[src/rtl/tick_scheduler.sv]
// Per-channel programmable due-event generators sharing one registered service slot.
// Build option SCHED_FIXED_PRIO_EN: fixed priority (lowest index wins) instead of round-robin.
module tick_scheduler #(
    parameter int NUM_CH = 4,
    parameter int CNT_W  = 32,
    parameter int CH_W   = $clog2(NUM_CH)
) (
    input  logic              clk,
    input  logic              reset,
    input  logic              run,
    input  logic              cfg_we,
    input  logic [CH_W-1:0]   cfg_ch,
    input  logic [CNT_W-1:0]  cfg_period,
    input  logic              overrun_clr,
    output logic [NUM_CH-1:0] grant,
    output logic              grant_valid,
    output logic [CH_W-1:0]   grant_ch,
    output logic              grant_valid_d,
    output logic [CH_W-1:0]   grant_ch_d,
    output logic [NUM_CH-1:0] overrun
);

    logic [CNT_W-1:0]  period [NUM_CH];
    logic [CNT_W-1:0]  cnt    [NUM_CH];
    logic [NUM_CH-1:0] pending;
    logic [NUM_CH-1:0] due;
    logic [NUM_CH-1:0] wr_hit;
    logic [NUM_CH-1:0] sel;
    logic              sel_any;
    logic [CH_W-1:0]   sel_ch;

`ifndef SCHED_FIXED_PRIO_EN
    logic [CH_W-1:0]   rr_ptr;
`endif

    // A channel being reprogrammed never raises due in the write cycle.
    always_comb begin
        wr_hit = '0;
        due    = '0;
        for (int unsigned i = 0; i < NUM_CH; i++) begin
            wr_hit[i] = cfg_we && (32'(cfg_ch) == i);
            due[i]    = run && !wr_hit[i] && (period[i] != '0) &&
                        (cnt[i] == period[i] - CNT_W'(1));
        end
    end

    always_comb begin
        int unsigned idx;
        idx     = 0;
        sel     = '0;
        sel_any = 1'b0;
        sel_ch  = '0;
        for (int unsigned k = 0; k < NUM_CH; k++) begin
`ifdef SCHED_FIXED_PRIO_EN
            idx = k;
`else
            idx = (32'(rr_ptr) + k) % NUM_CH;
`endif
            if (!sel_any && pending[idx]) begin
                sel_any  = 1'b1;
                sel[idx] = 1'b1;
                sel_ch   = CH_W'(idx);
            end
        end
    end

`ifndef SCHED_FIXED_PRIO_EN
    always_ff @(posedge clk or posedge reset) begin
        if (reset) begin
            rr_ptr <= '0;
        end else if (sel_any) begin
            rr_ptr <= (32'(sel_ch) + 1 == NUM_CH) ? '0 : sel_ch + CH_W'(1);
        end
    end
`endif

    always_ff @(posedge clk or posedge reset) begin
        if (reset) begin
            for (int unsigned i = 0; i < NUM_CH; i++) begin
                period[i] <= '0;
                cnt[i]    <= '0;
            end
            pending <= '0;
            overrun <= '0;
        end else begin
            for (int unsigned i = 0; i < NUM_CH; i++) begin
                if (wr_hit[i]) begin
                    period[i] <= cfg_period;
                    cnt[i]    <= '0;
                end else if (period[i] == '0) begin
                    cnt[i] <= '0;
                end else if (run) begin
                    cnt[i] <= due[i] ? '0 : cnt[i] + CNT_W'(1);
                end
            end
            // A due arriving on the granting edge re-arms pending rather than being lost.
            pending <= ~wr_hit & (due | (pending & ~sel));
            overrun <= (due & pending & ~sel) | (overrun_clr ? '0 : overrun);
        end
    end

    always_ff @(posedge clk or posedge reset) begin
        if (reset) begin
            grant         <= '0;
            grant_valid   <= 1'b0;
            grant_ch      <= '0;
            grant_valid_d <= 1'b0;
            grant_ch_d    <= '0;
        end else begin
            grant         <= sel;
            grant_valid   <= sel_any;
            grant_ch      <= sel_ch;
            grant_valid_d <= grant_valid;
            grant_ch_d    <= grant_ch;
        end
    end

endmodule
[config.mk]
export PLATFORM = sky130hd
export DESIGN_NAME = tick_scheduler
export DESIGN_NICKNAME = d
export VERILOG_FILES = /design/src/rtl/tick_scheduler.sv
export SDC_FILE = /design/constraint.sdc
export NUM_CORES = 1
export LEC_CHECK = 0
export CORE_ASPECT_RATIO = 0.7
export CORE_MARGIN = 3
export CORE_UTILIZATION = 50
export DETAILED_ROUTE_END_ITERATION = 10
export GPL_TIMING_DRIVEN = 0
export MAX_ROUTING_LAYER = met4
export PLACE_DENSITY = 0.69
export SYNTH_ARGS = -nofsm -noshare
export SYNTH_HDL_FRONTEND = slang
export SYNTH_SLANG_ARGS = --single-unit
[constraint.sdc]
create_clock -name clk -period 7.8 [get_ports clk]
set_clock_uncertainty 0.2 [all_clocks]
set_input_delay 0.78 -clock clk [delete_from_list [all_inputs] [get_ports clk]]
set_output_delay 0.78 -clock clk [all_outputs]
set_load 0.005 [all_outputs]
==> ci_impl_report.md, run 1 <==
### Metrics collected by this job

| Metric | Value |
|---|---|
| Fin worst setup slack | `3090 ps` |
| CTS Root Cell | `clkbuf_16` |
| Fraction of layout cells with a size suffix above 1 | `0.111` |
| Routed wl met3 | `4560 µm` |
| R2R Path Start | `period[0]` |
| TNS Setup | `0 ps` |
| Layout non-clock buf frac | `0.0606` |
| Area after DPL | `19800 µm²` |
| Slew Viols, Final | `0` |
| Slew margin rel. | `0.108` |
| Max-cap violations | `0` |
| Yosys top cell by instances | `dfrtp_1` |
| Tmin final | `4710 ps` |
| Leading cell kind | `multi-input combinational cells` |
| Worst-path clk slew | `70 ps` |
| Drt drc | `0` |
| Yosys reg bits | `276` |
| Initial Util | `0.510` |
| Inverters | `54` |
| Met2 Use GR | `0.398` |
| Crit path DRT | `8040 ps` |
| Status | `completed` |
| Critical path launch point | `period[0]` |
[run 1: kinds of logic (layout without fill, tap and decap cells)]
| family | Yosys count | after routing | synth area share |
|---|---|---|---|
| simple gates | 873 | 873 | 0.257 |
| compound gates | 350 | 350 | 0.141 |
| flops | 276 | 276 | 0.374 |
| buf+inv | 196 | 307 | 0.0429 |
| xor+xnor | 182 | 182 | 0.0863 |
| mux | 142 | 142 | 0.0882 |
| fa+ha+maj | 17 | 17 | 0.0115 |
| other cells | 0 | 2 | 0 |
[run 1: registers in the layout (all words and copies together), names as in the netlist]
register       count
pending            4
rr_ptr             2
grant_valid_d      1
grant              4
period           128
cnt              128
grant_ch_d         2
grant_ch           2
overrun            4
grant_valid        1
[run 1: per-stage QoR]
| step | utilization | power [W] | hold slack, ps |
|---|---|---|---|
| floorplan | - | 0.00255 | 176 |
| CTS | 0.574 | 0.00444 | 173 |
| global placement | 0.541 | 0.00283 | 158 |
| detailed placement | 0.546 | 0.00288 | 159 |
| global route | 0.574 | 0.00465 | 189 |
| finish | 0.575 | 0.00444 | 173 |
[run 1: how the worst max path moves through the flow]
stage | end | slack, ps
3_3_place_gp | cnt[67] | 1130
5_1_grt | cnt[81] | 2850
3_5_place_dp | cnt[10] | 2990
2_1_floorplan | cnt[0] | 3170
4_1_cts | cnt[10] | 3240
6_report | cnt[10] | 3090
[run 1: power breakdown]
group / leakage, nW / internal (W) / total, W / switching, W
Clock: 0.512 / 0.000938 / 0.00155 / 0.000611
Sequential: 3.55 / 0.00159 / 0.00183 / 0.000237
Combinational: 3.87 / 0.000467 / 0.00106 / 0.000591
Total: 7.93 / 0.00300 / 0.00444 / 0.00144
[run 1: critical path, delay by kind of cell (launching register included)]
family,cells,cell delay (ps)
simple gates,6,2810
buf+inv,3,660
flops,1,440
fa+ha+maj,1,230
compound gates,2,230
run_1/io_fan.png
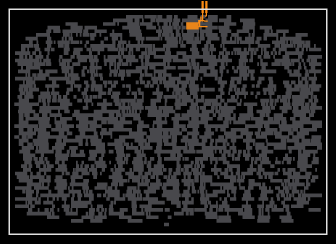
orange -> grant_ch  # direction output, end cells 2, wire 37.8 µm

run_1/layer_met3.png
Scale bar: 50 µm.
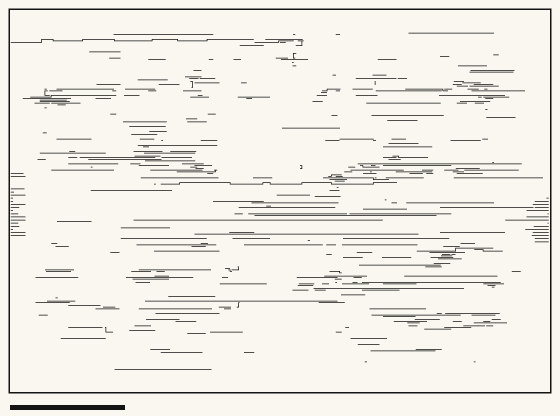
longest straight run = 109 µm
main direction = horizontal
share of all routed wire = 8.1%
nets with wire on the layer = 282
wire length on this layer = 4560 µm

run_1/cell_density.png
The die is cut into 24 by 17 equal tiles; black is low, pale yellow is high, 0 to 100% covered.
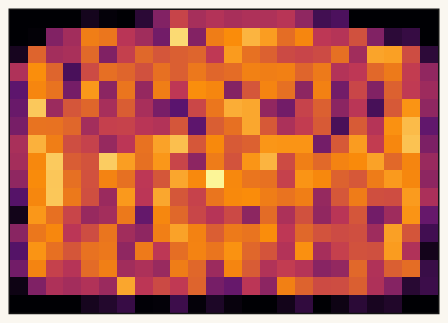
tiles over 75% full = 12%
nearly empty tiles = 6.4%
mean over tiles = 51%
fullest tile = 98%

==> inputs of run 2 (changes only) <==
==> constraint.sdc (replaced) <==
create_clock -name clk -period 4.25 [get_ports clk]
set_clock_uncertainty 0.2 [all_clocks]
set_input_delay 0.425 -clock clk [delete_from_list [all_inputs] [get_ports clk]]
set_output_delay 0.425 -clock clk [all_outputs]
set_load 0.005 [all_outputs]
==> ci_impl_report.md, run 2 <==
### Metrics collected by this job

| Metric | Value |
|---|---|
| Met2 Use GR | `0.399 (+0.00139)` |
| Initial Util | `0.510 (unchanged)` |
| Yosys top cell by instances | `dfrtp_1` |
| Combinational power | `0.00198 W (+87%)` |
| Status | `completed` |
| Fin util | `0.581 (+0.00646)` |
| Clock power share | `0.347 (-0.002)` |
| Fraction of layout cells with a size suffix above 1 | `0.126 (+0.0148)` |
| WP buf/inv | `4 (+1)` |
| Top flop regs | `cnt x128, period x128` |
| Area after DPL | `19800 µm² (unchanged)` |
| Largest power group | `registers` |
| Combinational fraction of design power | `0.241 (+0.003)` |
| Switching power | `0.00267 W (+86%)` |
| Yosys reg bits | `276 (unchanged)` |
| CP top delay family | `simple AND/OR/NAND/NOR gates` |
| Pint | `0.00552 W (+84%)` |
| Switching power as a share of total power | `0.326 (+0.00209)` |
| Clock group power | `0.00284 W (+83%)` |
| Slew margin rel. | `0.226 (+0.119)` |
| Worst-path clk slew | `60 ps (about the same)` |
| Slew Viols, Final | `0 (unchanged)` |
| Tmin final | `4080 ps (-629 ps)` |
| Sequential Power Share | `0.412 (about the same)` |
| Drt drc | `0 (unchanged)` |
run 2: cell counts after synthesis:
No cell type changed its count.
run 2: final timing paths:
check | startpoint | endpoint | slack (ps) | depth (start not counted)
max in group asynchronous | reset | cnt[117] | 2730 | 5
min in group clk | grant_valid | grant_valid_d | 170 | 0
worst max-delay path | period[96] | cnt[127] | 170 | 13
worst min register to register | grant_valid | grant_valid_d | 170 | 0
worst min-delay path | reset | cnt[29] | 50 | 2
worst max register to register | period[96] | cnt[127] | 170 | 13
run 2: kinds of logic after synthesis:
group	share of synthesized area
and+or+nand+nor	0.257
AOI/OAI and AO/OA	0.141
DFF	0.374
buffers and inverters	0.0429
xor gates and xnor gates	0.0863
muxes	0.0882
adders and majority gates	0.0115
run 2: final cells by class:
type | count | area (µm²) | share of cell area
antenna | 1 | 2.50 | 0.000119
buffer | 142 | 599 | 0.0285
clock buffer | 34 | 774 | 0.0368
clock inverter | 18 | 273 | 0.0130
inverter | 54 | 206 | 0.00981
multi-input combinational | 1564 | 10900 | 0.520
sequential | 276 | 6910 | 0.328
tap | 480 | 601 | 0.0285
timing repair buffer | 68 | 738 | 0.0351
run 2: repair_timing:
item	CTS	global route
setup buffers	2	7
hold buffers	0	0
endpoints found under the hold margin	0	0
gates resized	10	28
pin swaps	1	2
gates cloned	0	0
endpoints found under the setup margin	111	107
run 2: per-stage QoR:
| stage | hold WS [ps] | setup WS [ps] |
|---|---|---|
| 3_3_place_gp | 158 | -2070 |
| 6_report | 53.2 | 171 |
| 3_5_place_dp | 159 | -269 |
| 4_1_cts | 43.7 | 7.15 |
| 2_1_floorplan | 176 | -26.4 |
| 5_1_grt | 79.0 | 4.90 |
run_2/cell_density.png
The die is cut into 24 by 17 equal tiles; black is low, pale yellow is high, 0 to 100% covered.
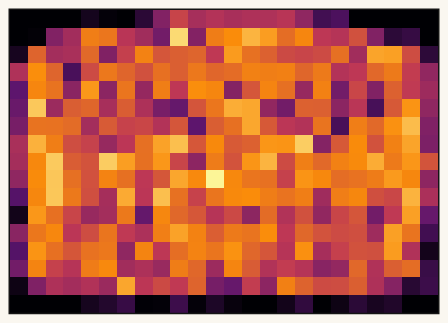
mean over tiles = 52%
fullest tile = 98%
nearly empty tiles = 6.4%
tiles over 75% full = 12%

run_2/placement.png
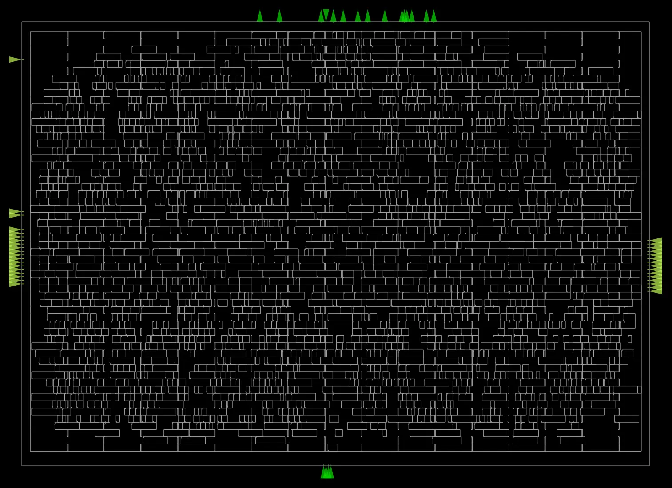
final std cells w/o fill: 2637
flip-flops: 276
Seq area share: 0.328
Core ar.: 36200 µm²

No activity file was given, so power comes from the tool's default toggle rates.
